Design alu_req_ctrl_flat, sky130hd; sources not shown.
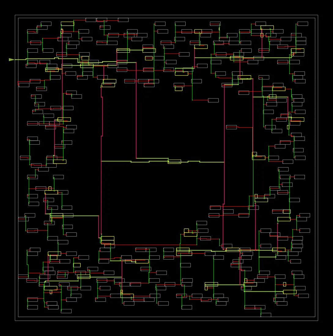
run_1/clocks.png
count of clock buffers in the final design: 51
source-to-sink clock delay at the later pin of the worst-skew pair: 0.53 ns
clk sink count: 288

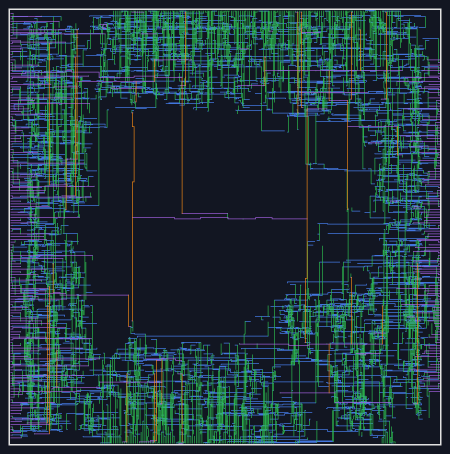
run_1/wires.png
(2 px per micron)
metal 2: drawn in green, wire length 18,500 microns. metal 1: drawn in blue, wire length 15,200 microns. metal 4: drawn in orange, wire length 1,370 microns. metal 3: drawn in purple, wire length 3,340 microns.
average wire per cell in the routed design: 15.69 microns
overall global routing resource usage: 15.58%
WL final: 38,400 microns
total number of vias: 10,720

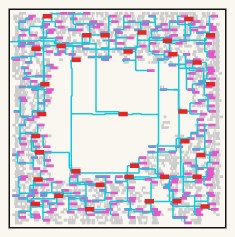
run_1/clk_routes.png
(1 px per micron)
clock drivers: drawn in red, count 35. clock wires: drawn in cyan, length 4,360 microns. flip-flops: drawn in magenta, count 288.
There are 36 routed clock nets. Position of the flops: widely spread.
P_clk: 4.85 mW
Layout Skew: 0.01374 ns
share of total power in the clock network: 36.2%

==> results.yml, run 1 <==
# flow metrics
sta:
  drv_slew: 0
  fmax_ghz: 0.4684
  fin_setup_tns_ns: 0
  period_used_pct: 82.12
  setup_viol: 0
  timing.max_slew.rel_slack_pct: 49.18
  worstMarginPinSlew_ns: 0.7623
grt:
  gr-usage-met1_pct: 16.95
  antenna_found_initial: 0
  via_count_of_the_first_global_routing_pass: 10740
  peak_usage_layer_in_the_global_routing_report: "met2"
  global_route.usage.met3_pct: 5.451
  grt_start_max_net_pins: 153
  grt_remaining_overflow: 0
  grtUsageMet2_pct: 27.42
job:
  max-cap-violations: 0
  warnings: 35
cts:
  cts.repair.resized: 0
  cts_setup_buffers: 0
  cts_tree: "yes"
  cts_inserted_buffers: 35
  cts.hold.buffers_added: 0
  htreeDepth: 2
  cts.path.max_buffers: 3
route:
  drt-met1-wl_microns: 15190
  drt_first_iter_violations: 506
  routed-wl-met2_microns: 18500
  ant_nets: 0
  routed.top_layer: "met4"
  wl_met3_microns: 3338
  detail_route.first_pass.iterations: 5
worst_setup_path:
  cp-start-kind: "flip-flop"
  crit_family: "buffers and inverters"
  cp.required_ns: 3.04
  end_kind: "flip-flop"
  critical_path.cell_chain: "inv_1 > ha_1 > nand2b_1 > a31o_2 > o2111ai_4 > buf_12 > buf_4 > mux2i_1"
  cp_max_fo: 28
  path_class: "flip-flop to flip-flop"
  cp.buffers_inverters: 3
  max_stage_delay_on_crit_path_ns: 0.33
  cp_data_arrival_time_ns: 2.58
  critical_path_depth_in_cells: 8
  r2r_slack_ns: 0.46
layout:
  post-route-util_pct: 41.09
  final-seq-area_sq_um: 5766
  synthToLayoutAreaGrowth_pct: 68.53
  logic_area_sq_um: 4773
  most-common-layout-cells: "539 x sky130_fd_sc_hd__clkdlybuf4s50_1, 522 x sky130_fd_sc_hd__nand2_1, 288 x sky130_fd_sc_hd__dfxtp_1"
  final_common_cell: "sky130_fd_sc_hd__clkdlybuf4s50_1"
  layout.filler_cells: 4524
  diodes: 0
  drive_gt1_share_pct: 6.006
placement:
  place.detailed.hpwl_microns: 28150
  port-buffer-count: 540
  finalWeightedCongestion: 0.8457
power_and_ir_drop:
  intPower_mw: 9.560
  seq-power_mw: 4.92
  seqPwrFrac_pct: 36.7
  p_sw_share_pct: 28.75
  pwr_density_cell_nw_per_um2: 730.5
  power.combinational.total_mw: 3.64
  power.largest_group: "registers"
  power.switching_mw: 3.857
synthesis:
  synth-compound-area-share_pct: 7.692
  yosys.area_share.adder_pct: 0.9185
  most_used_dff_post_synth: "sky130_fd_sc_hd__dfxtp_1"
  yosys.area_share.simple_pct: 21.49
  netlist.top_cell.by_instances: "sky130_fd_sc_hd__nand2_1"
  ys_seq_share_pct: 52.90
  ys.warnings.count: 0
  async_flop_share_pct: 0
  synth_top_cell_by_area: "sky130_fd_sc_hd__dfxtp_1"
  synth.top_cells.by_area: "sky130_fd_sc_hd__dfxtp_1 53%, sky130_fd_sc_hd__nand2_1 18%, sky130_fd_sc_hd__mux2i_1 12%"
  synthesis.nets: 1565
  ys_ff: 288
  ys_types: 40
  synth-xor-area-share_pct: 1.286
  enable_flop_cells: 0
floorplanning:
  die-area_sq_um: 46660
  core_sq_um: 44700
  die_height_microns: 217
  num_io_pins: 541
  die-width_microns: 215
  std_cell_rows: 78
status:
  result_of_the_run: "finished, final reports clean"
min_path:
  worstHoldPathType: "flip-flop to flip-flop"
==> run 1: area by class of cell <==
cell class              count  area share (%)
inverters                   6          0.1362
well taps                 600           4.087
flip-flops and latches    288           31.39
clock inverters             9          0.4224
repair buffers            585           32.21
multi-input cells         909           25.99
clock buffers              51           5.763
==> run 1: stage by stage <==
stage / cell area [sq um] / instances / total power [mW] / setup WS (ns) / hold slack, ns
2_1_floorplan: 10900 / 1294 / 6.853 / 0.7615 / 0.4805
3_3_place_gp: 17230 / 2388 / 8.629 / 0.2572 / 0.4416
3_5_place_dp: 17230 / 2388 / 8.683 / 0.2265 / 0.4459
4_1_cts: 18370 / 2448 / 13.63 / 0.4590 / 0.4534
5_1_grt: 18370 / 2448 / 14.02 / 0.2830 / 0.4647
6_report: 18370 / 2448 / 13.42 / 0.4649 / 0.4516
## Run 2: what changed since run 1
Clock period 2.6 ns to 2 ns, I/O delays scaled along.
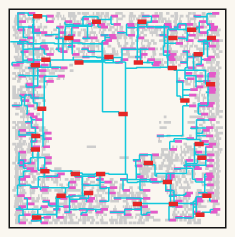
run_2/clk_routes.png
(1 px per micron)
flip-flops: drawn in magenta, count 288. clock drivers: drawn in red, count 34. clock wires: drawn in cyan, length 4,250 microns.
Position of the flops: widely spread.
Layout Skew: 0.01212 ns
share of total power in the clock network: 34.6%

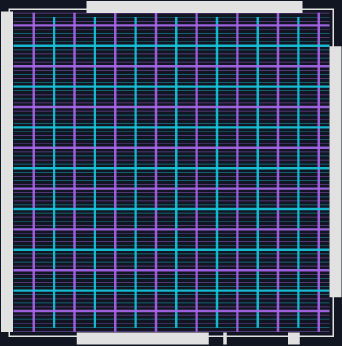
run_2/power_grid.png
(1.5 px per micron) Pins as bars on the die edge.
VSS: drawn in purple. VDD: drawn in cyan.
15 straps on met4. The core has 78 rows. 15 straps on met5.
die height: 217 microns
core box area: 44,700 sq um
worst supply voltage drop on vdd: 535.5 uV
die extent in x: 215 microns

==> run 2 against run 1 <==
Compared with the run above: sequential share of layout area fell by 0.64 points; first-iteration DRC count fell by 8.9%; final cell count rose by 1.4%; sequential power rose by about 30%; synthesized area did not move; total power rose by 33%; non-clock buffer count rose by 34; die area did not move; clock skew fell by 0.0016 ns; combinational power rose by 45%; largest power group unchanged.
==> results.yml, run 2 <==
# flow metrics
floorplanning:
  die-area_sq_um: 46660
  num_io_pins: 541
power_and_ir_drop:
  pg_clk_mw: 6.19
  seqPwrFrac_pct: 35.8
  p_sw_share_pct: 28.44
  power.largest_group: "registers"
  intPower_mw: 12.80
  seq-power_mw: 6.41
  pwr_density_cell_nw_per_um2: 953.0
  power.combinational.total_mw: 5.29
  power.switching_mw: 5.088
cts:
  cts_tree: "yes"
  cts_inserted_buffers: 34
  cts.path.max_buffers: 3
  cts.sinks: 288
  clock_insertion_delay_worst_skew_ns: 0.53
  cts.hold.buffers_added: 0
  htreeDepth: 2
grt:
  antenna_found_initial: 0
  grt_usage_pct: 15.72
  via_count_of_the_first_global_routing_pass: 10900
  grt_start_max_net_pins: 153
layout:
  post-route-util_pct: 42.01
  logic_area_sq_um: 4807
  layout.filler_cells: 4514
  seq-cell-share_pct: 30.75
  num-nonclk-inverters: 6
  fin_cells: 2483
  final_area_sq_um: 18780
  synthToLayoutAreaGrowth_pct: 72.28
  final_common_cell: "sky130_fd_sc_hd__clkdlybuf4s50_1"
  sh_comb_area_pct: 25.60
  number_of_multi_input_combinational_cells: 909
  drive_gt1_share_pct: 7.913
  final-seq-area_sq_um: 5773
  area_share_clock_buf_inv_pct: 5.971
  biggestCellCategory: "buffers"
  nClkBuffers: 56
  non_clock_buffers_area_share_pct: 33.55
  most-common-layout-cells: "535 x sky130_fd_sc_hd__clkdlybuf4s50_1, 522 x sky130_fd_sc_hd__nand2_1, 284 x sky130_fd_sc_hd__dfxtp_1"
route:
  postRouteWirelength_microns: 38910
  routed-wl-met2_microns: 18610
  drt_first_iter_violations: 461
  ant_nets: 0
  routed-via-count: 10750
  routedWlPerCell_microns: 15.67
  wl_met3_microns: 3219
sta:
  fin_ws_ns: 0.06461
  worstMarginPinSlew_ns: 0.7600
  fmax_ghz: 0.5167
  fin_setup_tns_ns: 0
  setup_viol: 0
  fin_hold_ws_ns: 0.4147
  timing.max_slew.rel_slack_pct: 49.33
worst_setup_path:
  critical_path_depth_in_cells: 1
  cp_max_fo: 2
  cp_data_arrival_time_ns: 1.54
  path_class: "flip-flop to primary output"
  end_kind: "primary output"
  cp.required_ns: 1.60
synthesis:
  netlist.top_cell.by_instances: "sky130_fd_sc_hd__nand2_1"
  synth_top_cell_by_area: "sky130_fd_sc_hd__dfxtp_1"
  async_flop_share_pct: 0
  synth.top_cells.by_area: "sky130_fd_sc_hd__dfxtp_1 53%, sky130_fd_sc_hd__nand2_1 18%, sky130_fd_sc_hd__mux2i_1 12%"
  ys_ff: 288
  enable_flop_cells: 0
  ys_types: 40
  ys_seq_share_pct: 52.90
  most_used_dff_post_synth: "sky130_fd_sc_hd__dfxtp_1"
  ys.warnings.count: 0
job:
  max-cap-violations: 0
  warnings: 35
status:
  result_of_the_run: "finished, final reports clean"
placement:
  placement.cell_area_sq_um: 17440
  finalWeightedCongestion: 0.8533
  place.detailed.hpwl_microns: 28240
  port-buffer-count: 540
## run 2: cell families after synthesis
| group | count (synthesis) | synth area share (%) |
|---|---|---|
| compound gates | 161 | 7.692 |
| flops | 288 | 52.90 |
| simple gates | 592 | 21.49 |
| xor+xnor | 16 | 1.286 |
| mux | 132 | 12.14 |
| buf+inv | 97 | 3.571 |
| fa+ha+maj | 8 | 0.9185 |
## run 2: layer usage
metal / GRT usage, % / up-vias
met2: 27.14 / 393
met5: 0 / -
met1: 17.55 / 4950
li1: - / 5335
met4: 6.023 / 0
met3: 5.968 / 76
## run 2: what timing repair did
action / in CTS / in global routing
resized: 2 / 21
buffers inserted: 0 / 1
endpoints found under the hold margin: 0 / 0
endpoints found under the setup margin: 2 / 127
gates cloned: 0 / 5
pin swaps: 0 / 2
Power figures rest on the tool's default switching activity, not on a simulated workload.
